**src/rtl/ctrl_pkg.sv**
```systemverilog
// Shared encodings for the multicycle control sequencer: states, datapath
// select codes, ALU operations and the supported opcode/funct values.
package ctrl_pkg;

  typedef enum logic [3:0] {
    S_RST,
    S_FETCH,
    S_DECODE,
    S_EXEC_R,
    S_WB_R,
    S_EXEC_I,
    S_WB_I,
    S_MEM_ADDR,
    S_MEM_RD,
    S_WB_MEM,
    S_MEM_WR,
    S_BRANCH,
    S_JUMP,
    S_ILLEGAL
  } state_t;

  localparam logic [1:0] ULAA_PC   = 2'b00;
  localparam logic [1:0] ULAA_REGA = 2'b01;

  localparam logic [2:0] ULAB_FOUR    = 3'b000;
  localparam logic [2:0] ULAB_REGB    = 3'b001;
  localparam logic [2:0] ULAB_IMM_SH2 = 3'b010;
  localparam logic [2:0] ULAB_IMM     = 3'b011;

  localparam logic [1:0] PC_SRC_ALU    = 2'b00;
  localparam logic [1:0] PC_SRC_ALUOUT = 2'b01;
  localparam logic [1:0] PC_SRC_JUMP   = 2'b10;

  localparam logic [2:0] ALU_NOP = 3'b000;
  localparam logic [2:0] ALU_ADD = 3'b001;
  localparam logic [2:0] ALU_SUB = 3'b010;
  localparam logic [2:0] ALU_AND = 3'b011;
  localparam logic [2:0] ALU_OR  = 3'b100;
  localparam logic [2:0] ALU_SLT = 3'b111;

  localparam logic [5:0] OP_RTYPE = 6'h00;
  localparam logic [5:0] OP_J     = 6'h02;
  localparam logic [5:0] OP_BEQ   = 6'h04;
  localparam logic [5:0] OP_ADDI  = 6'h08;
  localparam logic [5:0] OP_LW    = 6'h23;
  localparam logic [5:0] OP_SW    = 6'h2B;

  localparam logic [5:0] FN_ADD = 6'h20;
  localparam logic [5:0] FN_SUB = 6'h22;
  localparam logic [5:0] FN_AND = 6'h24;
  localparam logic [5:0] FN_OR  = 6'h25;
  localparam logic [5:0] FN_SLT = 6'h2A;

endpackage

```
**src/rtl/alu_funct_dec.sv**
```systemverilog
// R-type funct decoder: maps funct to an ALU operation and flags whether the
// funct is one the sequencer supports.
module alu_funct_dec
  import ctrl_pkg::*;
(
  input  logic [5:0] funct,
  output logic [2:0] alu_ctrl,
  output logic       valid
);

  always_comb begin
    alu_ctrl = ALU_NOP;
    valid    = 1'b1;
    case (funct)
      FN_ADD:  alu_ctrl = ALU_ADD;
      FN_SUB:  alu_ctrl = ALU_SUB;
      FN_AND:  alu_ctrl = ALU_AND;
      FN_OR:   alu_ctrl = ALU_OR;
      FN_SLT:  alu_ctrl = ALU_SLT;
      default: valid    = 1'b0;
    endcase
  end

endmodule

```
**src/rtl/ctrl_sequencer.sv**
```systemverilog
// Multicycle MIPS-subset control FSM; outputs decode from the registered state,
// except the mem_rdy-gated enables and the branch pc_write.
//
//   state    | meaning
//   RST      | post-reset idle cycle, all outputs quiet
//   FETCH    | read instruction at PC, PC <= PC+4 on mem_rdy
//   DECODE   | latch A/B, precompute branch target, dispatch on opcode
//   EXEC_R   | A op B for R-type
//   WB_R     | write ALUOut to rd
//   EXEC_I   | A + imm for addi
//   WB_I     | write ALUOut to rt
//   MEM_ADDR | A + imm address for lw/sw
//   MEM_RD   | load access, waits for mem_rdy
//   WB_MEM   | write MDR to rt
//   MEM_WR   | store access, waits for mem_rdy
//   BRANCH   | beq compare, PC <= ALUOut when equal
//   JUMP     | PC <= jump target
//   ILLEGAL  | unsupported instruction, held until reset
module ctrl_sequencer
  import ctrl_pkg::*;
(
  input  logic       clk,
  input  logic       reset_n,
  input  logic [5:0] opcode,
  input  logic [5:0] funct,
  input  logic       alu_zero,
  input  logic       mem_rdy,
  output logic [1:0] ulaA_sel,
  output logic [2:0] ulaB_sel,
  output logic [2:0] alu_ctrl,
  output logic       pc_write,
  output logic [1:0] pc_src,
  output logic       ir_write,
  output logic       mdr_write,
  output logic       a_b_write,
  output logic       aluout_write,
  output logic       mem_read,
  output logic       mem_write,
  output logic       iord,
  output logic       reg_write,
  output logic       reg_dst,
  output logic       mem_to_reg,
  output logic       illegal
);

  state_t     state, state_nxt;
  logic [2:0] dec_alu_ctrl;
  logic       dec_valid;

  alu_funct_dec u_alu_funct_dec (
    .funct    (funct),
    .alu_ctrl (dec_alu_ctrl),
    .valid    (dec_valid)
  );

  always_ff @(posedge clk or negedge reset_n) begin
    if (!reset_n) state <= S_RST;
    else          state <= state_nxt;
  end

  always_comb begin
    state_nxt    = state;
    ulaA_sel     = ULAA_PC;
    ulaB_sel     = ULAB_FOUR;
    alu_ctrl     = ALU_NOP;
    pc_write     = 1'b0;
    pc_src       = PC_SRC_ALU;
    ir_write     = 1'b0;
    mdr_write    = 1'b0;
    a_b_write    = 1'b0;
    aluout_write = 1'b0;
    mem_read     = 1'b0;
    mem_write    = 1'b0;
    iord         = 1'b0;
    reg_write    = 1'b0;
    reg_dst      = 1'b0;
    mem_to_reg   = 1'b0;
    illegal      = 1'b0;

    case (state)
      S_RST: state_nxt = S_FETCH;

      S_FETCH: begin
        mem_read = 1'b1;
        alu_ctrl = ALU_ADD;
        ir_write = mem_rdy;
        pc_write = mem_rdy;
        if (mem_rdy) state_nxt = S_DECODE;
      end

      S_DECODE: begin
        ulaB_sel     = ULAB_IMM_SH2;
        alu_ctrl     = ALU_ADD;
        aluout_write = 1'b1;
        a_b_write    = 1'b1;
        case (opcode)
          OP_RTYPE:     state_nxt = dec_valid ? S_EXEC_R : S_ILLEGAL;
          OP_ADDI:      state_nxt = S_EXEC_I;
          OP_LW, OP_SW: state_nxt = S_MEM_ADDR;
          OP_BEQ:       state_nxt = S_BRANCH;
          OP_J:         state_nxt = S_JUMP;
          default:      state_nxt = S_ILLEGAL;
        endcase
      end

      S_EXEC_R: begin
        ulaA_sel     = ULAA_REGA;
        ulaB_sel     = ULAB_REGB;
        alu_ctrl     = dec_alu_ctrl;
        aluout_write = 1'b1;
        state_nxt    = S_WB_R;
      end

      S_WB_R: begin
        reg_write = 1'b1;
        reg_dst   = 1'b1;
        state_nxt = S_FETCH;
      end

      S_EXEC_I, S_MEM_ADDR: begin
        ulaA_sel     = ULAA_REGA;
        ulaB_sel     = ULAB_IMM;
        alu_ctrl     = ALU_ADD;
        aluout_write = 1'b1;
        if (state == S_EXEC_I)    state_nxt = S_WB_I;
        else if (opcode == OP_LW) state_nxt = S_MEM_RD;
        else if (opcode == OP_SW) state_nxt = S_MEM_WR;
        else                      state_nxt = S_ILLEGAL;
      end

      S_WB_I: begin
        reg_write = 1'b1;
        state_nxt = S_FETCH;
      end

      S_MEM_RD: begin
        mem_read  = 1'b1;
        iord      = 1'b1;
        mdr_write = mem_rdy;
        if (mem_rdy) state_nxt = S_WB_MEM;
      end

      S_WB_MEM: begin
        reg_write  = 1'b1;
        mem_to_reg = 1'b1;
        state_nxt  = S_FETCH;
      end

      S_MEM_WR: begin
        mem_write = 1'b1;
        iord      = 1'b1;
        if (mem_rdy) state_nxt = S_FETCH;
      end

      S_BRANCH: begin
        ulaA_sel  = ULAA_REGA;
        ulaB_sel  = ULAB_REGB;
        alu_ctrl  = ALU_SUB;
        pc_src    = PC_SRC_ALUOUT;
        pc_write  = alu_zero;
        state_nxt = S_FETCH;
      end

      S_JUMP: begin
        pc_src    = PC_SRC_JUMP;
        pc_write  = 1'b1;
        state_nxt = S_FETCH;
      end

      S_ILLEGAL: illegal = 1'b1;

      default: state_nxt = S_RST;
    endcase
  end

endmodule

```
**config.mk**
```make
export PLATFORM = sky130hd
export DESIGN_NAME = ctrl_sequencer
export DESIGN_NICKNAME = d
export VERILOG_FILES = /design/src/rtl/ctrl_pkg.sv /design/src/rtl/alu_funct_dec.sv /design/src/rtl/ctrl_sequencer.sv
export SDC_FILE = /design/constraint.sdc
export NUM_CORES = 1
export LEC_CHECK = 0
export CAP_MARGIN = 20
export CORE_UTILIZATION = 30
export DETAILED_ROUTE_END_ITERATION = 16
export HOLD_SLACK_MARGIN = 0.03
export PLACE_DENSITY = 0.62
export SETUP_SLACK_MARGIN = 0.3
export SLEW_MARGIN = 40
export SYNTH_ARGS = -nofsm -noshare
export SYNTH_HDL_FRONTEND = slang
export SYNTH_SLANG_ARGS = --single-unit
```
**constraint.sdc**
```tcl
create_clock -name clk -period 1.7 [get_ports clk]
set_input_delay 0.34 -clock clk [delete_from_list [all_inputs] [get_ports clk]]
set_output_delay 0.34 -clock clk [all_outputs]
set_load 0.005 [all_outputs]
```
run_1/sizes.png
(8 px per um)
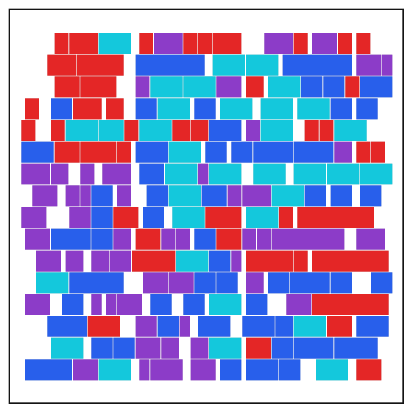
_0 and _1 cells -> purple  # cells 52, share 28%, most used dlygate4sd2_1
_3 and _4 cells -> blue  # cells 56, share 30%, most used buf_4
_6 and larger -> cyan  # cells 34, share 18%, most used buf_6
_2 cells -> red  # cells 45, share 24%, most used buf_2
fin area: 1750 um^2
Final WS setup: -75.2 ps

run_1/placement_by_type.png
(8 px per um) Fill, decap, tap and diode cells in gray.
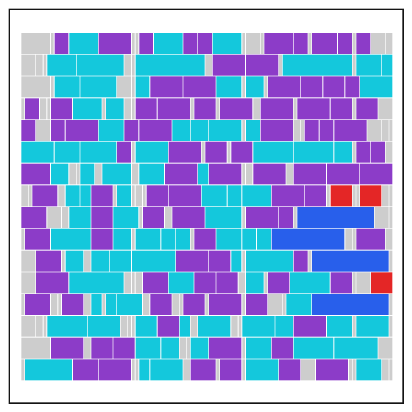
combinational and other logic -> cyan  # cells 85
other buffers and delay cells -> purple  # cells 95
flops -> blue  # cells 4
clock drivers -> red  # cells 3

==> job_summary.md, run 1 <==
## Implementation flow summary

| Metric | Value |
|---|---|
| Share of post-route cells with drive strength above 1 | 0.722 |
| Layout net count | 205 |
| Clk latency late pin | 230 ps |
| PortBufs | 35 |
| Worst setup EP type | output port |
| Max-area cell share | 0.151 |
| Most flop-heavy register | state |
| Die area | 2410 um^2 |
| CP Class | reg2out |
| Antenna viol nets, final | 0 |
| Cell Type Count | 45 |
| First-pass GRT wire length | 5610 um |
| Top cells by count, synth | nor2_1 (9), nor3_1 (7), a21oi_1 (6), nand2_1 (6), nand2b_1 (6) |
| Final WS setup | -75.2 ps |
| Synth Area in Simple Gates | 0.375 |
| Sequential standard cell area | 104 um^2 |
| Yosys chip area | 664 um^2 |
| Gp weighted congestion | 0.822 |
| Max FFs per register | 4 |
| # diodes | 0 |
| Clock transition at path regs | 40 ps |
| Post-CTS Hold Buffers | 0 |
| Failing checks | negative setup slack |
| Startpoint types | flip-flop |
| Synthesized area per cell | 6.78 um^2 |
| Clock Tree Root | clkbuf_4 |
| FF-to-FF End | state[1] |
| Area Growth Syn to Fin | 163% |
| Pre-Repair DR Iteration Count | 4 |
| Cell Pwr Density | 1550 nW/um^2 |
| Final Setup Violations | 6 |
| Fillcell total | 110 |
| # IOs | 38 |
| Min-delay worst type | in2async |
| Hold Vio Cnt, Final | 0 |
| Cell count in the Yosys report | 98 |
| Synth Area in Adders | 0.0169 |
| Status | complete, but fails checks |
| Sequential area share after synthesis | 0.151 |
| Post-synth mux share | 0.0320 |
| Post-DP Area | 1260 um^2 |
run_1/layer_met3.png
(10 px per um)
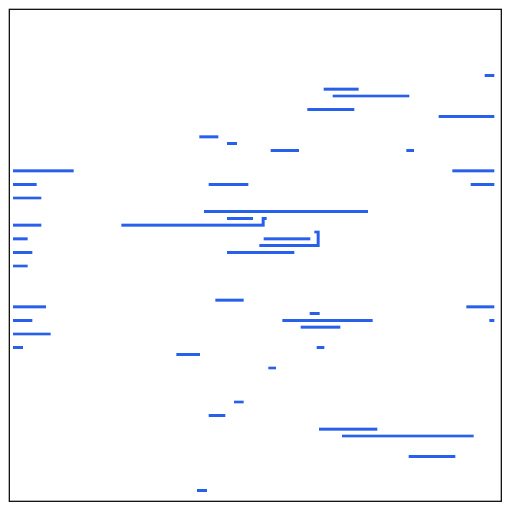
main direction = horizontal
longest straight run = 16.1 um
nets with wire on the layer = 37
share of all routed wire = 4.1%
wire length on this layer = 159 um
met3 Resource Use GR: 0.0779
aggregate routed wire length: 3930 um
vias: 1191

[run 1: metrics by stage]
| step | power (uW) | util | setup TNS, ps | hold WS (ps) |
|---|---|---|---|---|
| 2_1_floorplan | 873 | - | 0 | 44.4 |
| 3_3_place_gp | 1580 | 0.623 | -4110 | 545 |
| 3_5_place_dp | 1580 | 0.623 | -4410 | 551 |
| 4_1_cts | 2240 | 0.795 | -69.1 | 302 |
| 5_1_grt | 2820 | 0.865 | -615 | 313 |
| 6_report | 2710 | 0.865 | -165 | 310 |
[run 1: cells in the final DEF (no fill, tap or decap), types with 2 or more instances in the layout]
cell,instances
nor4b_4,2
inv_1,2
buf_6,33
a21oi_2,3
nand2_2,3
o21ai_2,4
nand2b_1,2
dlygate4sd2_1,9
clkdlybuf4s50_1,2
a211oi_2,2
nor2b_4,2
a21oi_1,3
conb_1,2
nor3_2,3
nor2_4,5
clkbuf_4,3
dfrtp_2,3
or2_4,2
nor3_1,3
buf_4,31
o31a_1,2
buf_2,19
o21ai_1,3
nor2_1,3
nand2_4,2
a31oi_1,2
nand2b_4,4
[run 1: area by class of cell]
class	count	share of cell area
multi-input combinational	81	0.433
sequential	4	0.0594
clock buffer	3	0.0129
inverter	4	0.0129
tap	27	0.0193
timing repair buffer	95	0.462
[run 1: routing by layer]
| layer | GRT usage | routed length (um) |
|---|---|---|
| met3 | 0.0779 | 159 |
| met5 | 0 | 0 |
| met1 | 0.343 | 1690 |
| met2 | 0.518 | 1950 |
| met4 | 0.108 | 124 |
[run 1: power breakdown]
part | total (uW) | switching [uW] | internal, uW
Combinational | 2350 | 1070 | 1280
Clock | 117 | 37.6 | 78.9
Sequential | 242 | 97.3 | 145
[run 1: worst max-delay path: stages (launching register included)]
cell     delay [ps]
dfrtp_2         470
buf_6           150
buf_6           130
nor3_4          200
a211o_1         140
buf_2           110
run_1/congestion.png
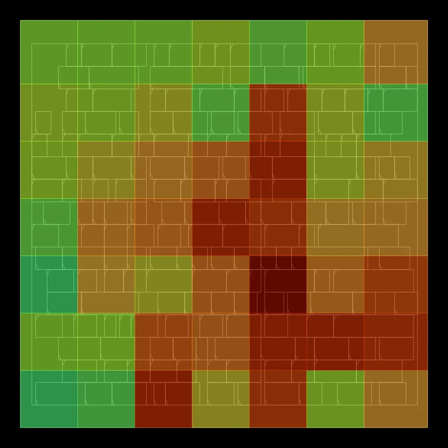

==> inputs of run 2 (changes only) <==
MAX_ROUTING_LAYER = met4   (was not set)
run_2/congestion.png
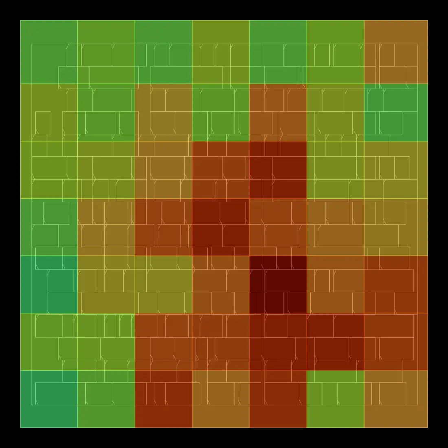
routed len/inst: 18.3 um
met1 usage: 0.348
busiest grt layer: met2
GRT met2 Usage: 0.525

==> run 2 against run 1 <==
Effect of this change:
- the run still ends with negative setup slack left
- non-clock buffer count unchanged
- sequential power about the same
- routed wire length decreased by 0.43%
- synthesized cell count unchanged
- clock skew increased by 1.4 ps
- critical path depth unchanged
- area after synthesis unchanged
- hold slack got worse by 0.76 ps
- highest routed layer unchanged
- core utilization unchanged
- critical endpoint unchanged
==> job_summary.md, run 2 <==
## Implementation flow summary

| Metric | Value |
|---|---|
| Status | complete, but fails checks |
| Failing checks | negative setup slack |
| Pre-Repair DR Iteration Count | 4 (unchanged) |
| Gp weighted congestion | 0.834 (+1.5%) |
| Power in combinational cells | 2350 uW (about the same) |
| Sequential area share after synthesis | 0.151 (unchanged) |
| Power share of the sequential group | 0.091 (+0.002) |
| Most frequent cell after synthesis | nor2_1 |
| Top cells by count, synth | nor2_1 (9), nor3_1 (7), a21oi_1 (6), nand2_1 (6), nand2b_1 (6) |
| Grt total ovfl | 0 |
| Aggregate routed wire length | 3910 um (-0.43%) |
| Critical Path Source | state[1] |
| Cell Type Count | 45 (unchanged) |
| Share of post-route cells with drive strength above 1 | 0.722 (unchanged) |
| Cell count in the Yosys report | 98 (unchanged) |
| CP bufs+invs | 3 (unchanged) |
| Worst path depth | 5 (unchanged) |
| P_clk | 116 uW (about the same) |
| Total power | 2710 uW (about the same) |
| Clk latency late pin | 230 ps (about the same) |
| Area of the mapped netlist | 664 um^2 |
| Area Growth Syn to Fin | 163% (unchanged) |
| Worst setup EP type | output port |
| Startpoint types | flip-flop |
| Yosys chip area | 664 um^2 (unchanged) |
| CTS sink count | 4 |
| Seq pwr | 245 uW (about the same) |
| Cell mode on critical path | buf_6 |
| PortBufs | 35 (unchanged) |
| Max FFs per register | 4 (unchanged) |
| Most flop-heavy register | state |
| Final WS setup | -79.5 ps (-4.29 ps) |
| Layout net count | 205 (unchanged) |
| # diodes | 0 (unchanged) |
| Min-delay worst type | in2async |
| Share of power burned in the clock network | 0.043 (about the same) |
| Int Pwr | 1500 uW (about the same) |
| Most frequent cells in the layout | buf_6 (33), buf_4 (31), buf_2 (19) |
| Antenna viol nets, final | 0 (unchanged) |
| CP top delay family | flip-flops |
| Cell Pwr Density | 1550 nW/um^2 (about the same) |
| First-pass GRT wire length | 5640 um (+0.50%) |
| Net load switching power | 1210 uW (about the same) |
| Vias per cell | 5.55 |
| Die W | 49.1 um |
| Max-area cell share | 0.151 (unchanged) |
| Final Setup Violations | 7 (+1) |
| Crit path time final | 1780 ps |
| Fin util | 0.865 (unchanged) |
| Largest power group | combinational cells |
| Clock Tree Root | clkbuf_4 |
| # IOs | 38 (unchanged) |
| CP max stage cell | dfrtp_2 |
| Setup TNS | -201 ps (-35.6 ps) |
| Synthesized area per cell | 6.78 um^2 (unchanged) |
| CP Class | reg2out |
| Crit path cell chain | buf_6 -> buf_6 -> nor3_4 -> a211o_1 -> buf_2 |
| CTS tree | yes |
| FF-to-FF End | state[1] |
| Switching share of total power | 0.445 (about the same) |
| Clock transition at path regs | 40 ps (about the same) |
| Vias | 1187 (-0.34%) |
| Slowest cell delay on critical path | 470 ps (about the same) |
| Hold Vio Cnt, Final | 0 (unchanged) |
| Most frequent logic cell in the layout | buf_6 |
| Logic gate share of total power | 0.867 (about the same) |
| Die area | 2410 um^2 (unchanged) |
-- run 2: metal layers --
| layer | GRT usage | share of wire | up-vias |
|---|---|---|---|
| met1 | 0.348 | 0.42 | 582 |
| met3 | 0.0748 | 0.041 | 14 |
| met5 | - | 0 | - |
| li1 | - | - | 537 |
| met2 | 0.525 | 0.51 | 54 |
| met4 | 0.0931 | 0.030 | 0 |
-- run 2: logic make-up (layout without fill, tap and decap cells) --
group | after synthesis | in the layout | share of synthesized area
other | 1 | 2 | 0.00564
XOR/XNOR | 1 | 1 | 0.0132
multiplexers | 2 | 2 | 0.0320
adder cells (fa/ha/maj) | 1 | 1 | 0.0169
buffers and inverters | 14 | 102 | 0.0998
flip-flops | 4 | 4 | 0.151
AND/OR/NAND/NOR | 45 | 45 | 0.375
AND-OR/OR-AND | 30 | 30 | 0.307
-- run 2: area by class of cell --
class / count / area (um^2)
timing repair buffer: 95 / 808
multi-input combinational: 81 / 758
fill: 110 / 273
inverter: 4 / 22.5
clock buffer: 3 / 22.5
tap: 27 / 33.8
sequential: 4 / 104
-- run 2: worst register-to-register path, stage by stage, from the launching register on --
cell     delay (ps)
dfrtp_2         480
buf_6           150
or2_4           250
buf_6           120
or4_4           500
o21ai_2         130
-- run 2: per-stage QoR --
step	setup slack, ps	cell area [um^2]	hold WS, ps
global placement	-624	1260	545
CTS	-35.0	1610	302
finish	-79.5	1750	309
detailed placement	-729	1260	551
floorplan	254	704	44.4
global route	-131	1750	313
-- run 2: what timing repair did --
item	in CTS	in global routing
resized	171	26
buffers inserted	23	6
hold buffers	0	0
endpoints found under the setup margin	24	24
pin swaps	31	15
Power figures rest on the tool's default switching activity, not on a simulated workload.
